## config.mk

```make
export PLATFORM = sky130hd
export DESIGN_NAME = lsu_bus_router
export DESIGN_NICKNAME = d
export VERILOG_FILES = /design/src/rtl/lsu_bus_router.sv
export SDC_FILE = /design/constraint.sdc
export NUM_CORES = 1
export LEC_CHECK = 0
export CAP_MARGIN = 25
export CORE_ASPECT_RATIO = 1.5
export CORE_MARGIN = 8
export CORE_UTILIZATION = 41
export DETAILED_ROUTE_END_ITERATION = 12
export DONT_BUFFER_PORTS = 1
export HOLD_SLACK_MARGIN = 0.06
export PLACE_DENSITY = 0.65
export SLEW_MARGIN = 20
export SYNTH_ARGS = -nofsm -noshare
export SYNTH_HDL_FRONTEND = slang
export SYNTH_SLANG_ARGS = --single-unit
```

## constraint.sdc

```tcl
create_clock -name clk -period 4.8 [get_ports clk]
set_input_delay 0.48 -clock clk [delete_from_list [all_inputs] [get_ports clk]]
set_output_delay 0.48 -clock clk [all_outputs]
set_load 0.005 [all_outputs]
```

## src/rtl/lsu_bus_router.sv

```systemverilog
// rtl/lsu_bus_router.sv - LSQ router to dcache or Wishbone uncached windows; optional bus timeout via LSU_BUS_TIMEOUT_EN
module lsu_bus_router #(
  parameter int XLEN               = 64,
  parameter int VIRTUAL_ADDR_LEN   = 39,
  parameter int LSU_LSQ_SIZE_WIDTH = 4,
  parameter int WB_DATA_LEN        = 32,
  parameter int N_REGIONS          = 2,
  parameter logic [N_REGIONS*VIRTUAL_ADDR_LEN-1:0] REGION_BASE  = {39'h0040000000, 39'h0010000000},
  parameter logic [N_REGIONS*VIRTUAL_ADDR_LEN-1:0] REGION_LIMIT = {39'h0040001000, 39'h0020000000},
  parameter int TIMEOUT_CYCLES     = 255
) (
  input  logic                          clk,
  input  logic                          rstn,
  input  logic                          flush,
  input  logic                          lsq_req_valid_i,
  output logic                          lsq_req_ready_o,
  input  logic                          lsq_req_opcode_i,
  input  logic                          lsq_req_sign_i,
  input  logic [1:0]                    lsq_req_size_i,
  input  logic [VIRTUAL_ADDR_LEN-1:0]   lsq_req_addr_i,
  input  logic [XLEN-1:0]               lsq_req_data_i,
  input  logic [LSU_LSQ_SIZE_WIDTH-1:0] lsq_req_lsq_index_i,
  output logic                          lsq_resp_valid_o,
  input  logic                          lsq_resp_ready_i,
  output logic [LSU_LSQ_SIZE_WIDTH-1:0] lsq_resp_lsq_index_o,
  output logic [XLEN-1:0]               lsq_resp_data_o,
  output logic                          lsq_resp_err_o,
  output logic                          dcache_req_valid_o,
  input  logic                          dcache_req_ready_i,
  output logic                          dcache_req_opcode_o,
  output logic                          dcache_req_sign_o,
  output logic [1:0]                    dcache_req_size_o,
  output logic [VIRTUAL_ADDR_LEN-1:0]   dcache_req_addr_o,
  output logic [XLEN-1:0]               dcache_req_data_o,
  output logic [LSU_LSQ_SIZE_WIDTH-1:0] dcache_req_lsq_index_o,
  input  logic                          dcache_resp_valid_i,
  input  logic [LSU_LSQ_SIZE_WIDTH-1:0] dcache_resp_lsq_index_i,
  input  logic [XLEN-1:0]               dcache_resp_data_i,
  output logic                          dcache_resp_ready_o,
  output logic                          wb_cyc_o,
  output logic                          wb_stb_o,
  output logic                          wb_we_o,
  output logic [VIRTUAL_ADDR_LEN-1:0]   wb_adr_o,
  output logic [WB_DATA_LEN-1:0]        wb_dat_o,
  output logic [3:0]                    wb_sel_o,
  input  logic                          wb_ack_i,
  input  logic                          wb_err_i,
  input  logic [WB_DATA_LEN-1:0]        wb_dat_i
);
  localparam int AW = VIRTUAL_ADDR_LEN;
  localparam int DW = WB_DATA_LEN;

  typedef enum logic [2:0] {IDLE, BEAT0, BEAT1, RESP, DRAIN} state_t;
  state_t state, state_nxt;

  logic                          op, sign, resp_err, hit, accept, bus_done, timeout;
  logic [1:0]                    size;
  logic [AW-1:0]                 addr;
  logic [DW-1:0]                 data_hi, lo_word;
  logic [LSU_LSQ_SIZE_WIDTH-1:0] index;
  logic [XLEN-1:0]               resp_data;

  function automatic logic misaligned(input logic [1:0] sz, input logic [2:0] a);
    case (sz)
      2'd0:    return 1'b0;
      2'd1:    return a[0];
      2'd2:    return |a[1:0];
      default: return |a[2:0];
    endcase
  endfunction

  function automatic logic [XLEN-1:0] load_ext(input logic [DW-1:0] w, input logic [1:0] sz,
                                               input logic sgn);
    case (sz)
      2'd0:    return {{(XLEN-8){sgn & w[7]}}, w[7:0]};
      2'd1:    return {{(XLEN-16){sgn & w[15]}}, w[15:0]};
      default: return {{(XLEN-32){sgn & w[31]}}, w[31:0]};
    endcase
  endfunction

  // Uncached window decode on the incoming request address
  always_comb begin
    hit = 1'b0;
    for (int i = 0; i < N_REGIONS; i++) begin
      if (lsq_req_addr_i >= REGION_BASE[i*AW +: AW] && lsq_req_addr_i < REGION_LIMIT[i*AW +: AW])
        hit = 1'b1;
    end
  end

  assign accept   = (state == IDLE) && hit && lsq_req_valid_i && !flush;
  assign bus_done = wb_ack_i || wb_err_i;

  assign dcache_req_valid_o     = lsq_req_valid_i && !hit;
  assign dcache_req_opcode_o    = lsq_req_opcode_i;
  assign dcache_req_sign_o      = lsq_req_sign_i;
  assign dcache_req_size_o      = lsq_req_size_i;
  assign dcache_req_addr_o      = lsq_req_addr_i;
  assign dcache_req_data_o      = lsq_req_data_i;
  assign dcache_req_lsq_index_o = lsq_req_lsq_index_i;
  assign lsq_req_ready_o        = hit ? (state == IDLE) : dcache_req_ready_i;

  // A pending bus response wins over the dcache response path
  assign dcache_resp_ready_o  = (state != RESP) && lsq_resp_ready_i;
  assign lsq_resp_valid_o     = (state == RESP) ? 1'b1 : dcache_resp_valid_i;
  assign lsq_resp_lsq_index_o = (state == RESP) ? index : dcache_resp_lsq_index_i;
  assign lsq_resp_data_o      = (state == RESP) ? resp_data : dcache_resp_data_i;
  assign lsq_resp_err_o       = (state == RESP) && resp_err;
  assign wb_stb_o             = wb_cyc_o;

`ifdef LSU_BUS_TIMEOUT_EN
  localparam int TW = ($clog2(TIMEOUT_CYCLES + 1) > 8) ? $clog2(TIMEOUT_CYCLES + 1) : 8;
  logic [TW-1:0] cnt;
  assign timeout = (cnt == TW'(TIMEOUT_CYCLES - 1)) && !bus_done;

  // Ack wait counter, restarted whenever a new bus wait state is entered
  always_ff @(posedge clk) begin
    if (!rstn) cnt <= '0;
    else if (state_nxt != state) cnt <= '0;
    else if (!wb_ack_i) cnt <= cnt + 1'b1;
  end
`else
  assign timeout = 1'b0;
`endif

  // Next-state decode; flush beats ack/err, err beats ack
  always_comb begin
    state_nxt = state;
    case (state)
      IDLE:
        if (accept) state_nxt = misaligned(lsq_req_size_i, lsq_req_addr_i[2:0]) ? RESP : BEAT0;
      BEAT0, BEAT1:
        if (flush) state_nxt = bus_done ? IDLE : DRAIN;
        else if (wb_err_i) state_nxt = RESP;
        else if (wb_ack_i) begin
          if (state == BEAT0 && size == 2'd3) state_nxt = BEAT1;
          else state_nxt = op ? IDLE : RESP;
        end
        else if (timeout) state_nxt = RESP;
      RESP:
        if (flush || lsq_resp_ready_i) state_nxt = IDLE;
      DRAIN:
        if (bus_done || timeout) state_nxt = IDLE;
      default: state_nxt = IDLE;
    endcase
  end

  // State, latched request, response capture and registered Wishbone outputs
  always_ff @(posedge clk) begin
    if (!rstn) begin
      state     <= IDLE;
      op        <= 1'b0;
      sign      <= 1'b0;
      size      <= '0;
      addr      <= '0;
      data_hi   <= '0;
      index     <= '0;
      lo_word   <= '0;
      resp_data <= '0;
      resp_err  <= 1'b0;
      wb_cyc_o  <= 1'b0;
      wb_we_o   <= 1'b0;
      wb_adr_o  <= '0;
      wb_dat_o  <= '0;
      wb_sel_o  <= '0;
    end else begin
      state <= state_nxt;
      if (accept) begin
        op        <= lsq_req_opcode_i;
        sign      <= lsq_req_sign_i;
        size      <= lsq_req_size_i;
        addr      <= lsq_req_addr_i;
        data_hi   <= lsq_req_data_i[2*DW-1:DW];
        index     <= lsq_req_lsq_index_i;
        resp_data <= '0;
        resp_err  <= misaligned(lsq_req_size_i, lsq_req_addr_i[2:0]);
      end
      if (state == BEAT0 && state_nxt == BEAT1) lo_word <= wb_dat_i;
      if ((state == BEAT0 || state == BEAT1) && state_nxt == RESP) begin
        if (wb_err_i || timeout) begin
          resp_err  <= 1'b1;
          resp_data <= '0;
        end else begin
          resp_err  <= 1'b0;
          resp_data <= (size == 2'd3) ? {wb_dat_i, lo_word}
                                      : load_ext(wb_dat_i >> {addr[1:0], 3'b000}, size, sign);
        end
      end
      case (state_nxt)
        BEAT0:
          if (state == IDLE) begin
            wb_cyc_o <= 1'b1;
            wb_we_o  <= lsq_req_opcode_i;
            wb_adr_o <= {lsq_req_addr_i[AW-1:2], 2'b00};
            wb_dat_o <= lsq_req_data_i[DW-1:0] << {lsq_req_addr_i[1:0], 3'b000};
            case (lsq_req_size_i)
              2'd0:    wb_sel_o <= 4'b0001 << lsq_req_addr_i[1:0];
              2'd1:    wb_sel_o <= 4'b0011 << lsq_req_addr_i[1:0];
              default: wb_sel_o <= 4'hf;
            endcase
          end
        BEAT1:
          if (state == BEAT0) begin
            wb_adr_o <= addr + AW'(4);
            wb_dat_o <= data_hi;
          end
        DRAIN: ;
        default: begin
          wb_cyc_o <= 1'b0;
          wb_we_o  <= 1'b0;
          wb_adr_o <= '0;
          wb_dat_o <= '0;
          wb_sel_o <= '0;
        end
      endcase
    end
  end
endmodule

```

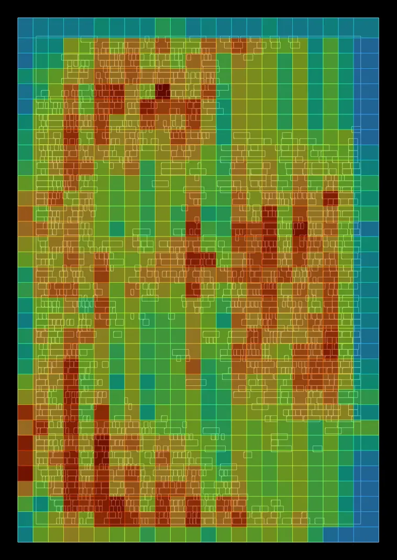
**Above:** routing congestion.
DR WL/cell: 23.7 um
final core occ: 44.2%
GR Util met3: 6.05%
met2 usage: 39.0%
gr usage total: 22.7%

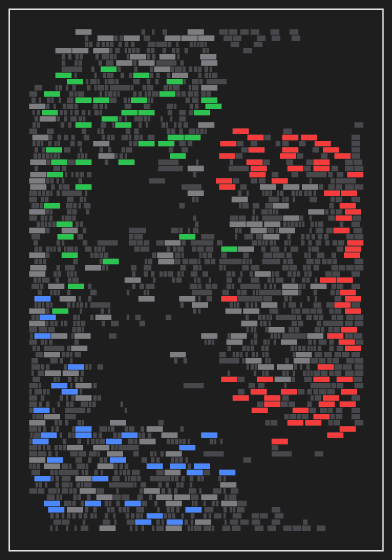
**Above:** register map, names as in the netlist.
Other sequential cells in the stronger gray, the rest of the logic in the fainter gray.
Key: blue = data_hi [sequential cells 32]; red = resp_data [sequential cells 64]; green = addr [sequential cells 39]

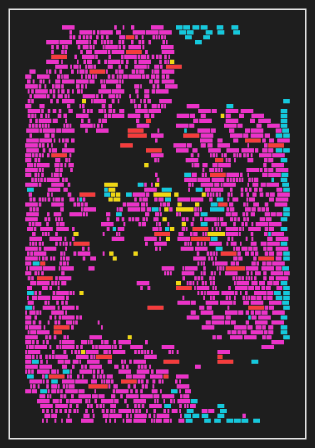
**Above:** drive-strength map.
Key: magenta = _0 and _1 cells [cells 1363]; cyan = _2 cells [cells 102]; red = _6 and larger [cells 40]; yellow = _3 and _4 cells [cells 31]

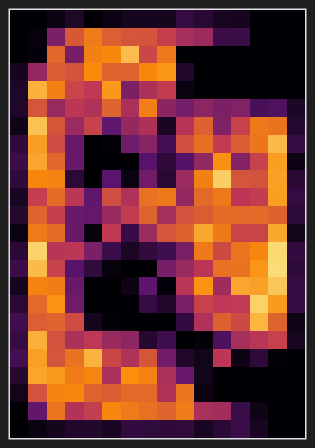
**Above:** local utilization.
16 x 24 tiles, from black (low) to pale yellow (high), 0 to 100% covered.
The densest ninth of the die: right middle. The mean over all tiles is 36%. The emptiest ninth of the die: top right. 19% of the tiles are nearly empty.

==> job_summary.md <==
## Implementation flow summary

| Metric | Value |
|---|---|
| Post-Layout Cell Count | 1953 |
| Vias/cell | 5.93 |
| Initial antenna violation count | 1 |
| Clk ins delay skew pair | roughly 550 ps |
| CTS resizes | 0 |
| H-tree lvl count | 1 |
| Post-synth seq share | about two fifths |
| Worst setup SP type | register |
| Fillers | 3163 |
| Worst Setup SP | size[1] |
| Non-clk buf share | 5.97% |
| Comb pwr | 0.202 mW |
| Cell area leaders | dfxtp_1 38%, a21oi_1 9.8%, nand2_1 7.3% |
| Clock-cell share of area | ~6.5% |
| Hold Crit Endpoint | addr[16] |
| Invs w/o clock | 13 |
| Dpl hpwl | 31900 um |
| Most frequent cell after synthesis | a21oi_1 |
| Multi-input logic area | 6800 sq um |
| Status | completed |
| Worst path required time | 5270 ps |
| Combinational share of power | around 4.5% |
| # clk buffers | 31 |
| Syn avg cell area | 8.09 sq um |
| Ports | 482 |
| Fin. Hold Viols | 0 |
| Post-CTS Setup Inserts | 0 |
| Worst Hold Path Cells | 2 |
| Cell count after synthesis | around 1600 |
| First-pass GRT wire length | 69300 um |
| Reg with most FFs | resp_data |
| Switching part of the total | between 20 and 25% |
| PortBufs | 0 |
| Worst R2R Start | size[1] |
| Top cells by count | 260 x a21oi_1, 259 x nand2_1, 256 x dfxtp_1 |
| Regs by FF count | resp_data x64, addr x39, wb_adr_o x39 |
| Crit. End Element | register |
| Height of the die | ~240 um |
| Fraction of layout cells with a size suffix above 1 | a little under an eighth |
| Reg-to-Reg End | resp_data[46] |
| Core Util at FP | 41.2% |
==> cells by family after synthesis <==
family                   after synthesis  share of synthesized area, %
XOR/XNOR                              36                          2.37
AND-OR/OR-AND                        535                          23.6
multiplexers                         111                          9.23
flip-flops                           256                          38.5
AND/OR/NAND/NOR                      447                          15.3
buffers and inverters                261                          10.9
adder cells (fa/ha/maj)                1                        0.0939
==> worst max-delay path, cell delays in order (launching register included) <==
cell,delay (ps)
dfxtp_1,710
and2_2,270
nand3_1,80
a221o_1,510
a21oi_1,510
o211a_2,790
buf_4,430
a22o_1,190
==> per-layer routing <==
layer	global-route usage, %	wire length, um	up-vias
li1	-	-	5408
met1	26.2	17300	5511
met2	39.0	22600	568
met3	6.05	4660	92
met4	8.73	1720	0
met5	0	0	-
Power is estimated from default activity; no workload was simulated.
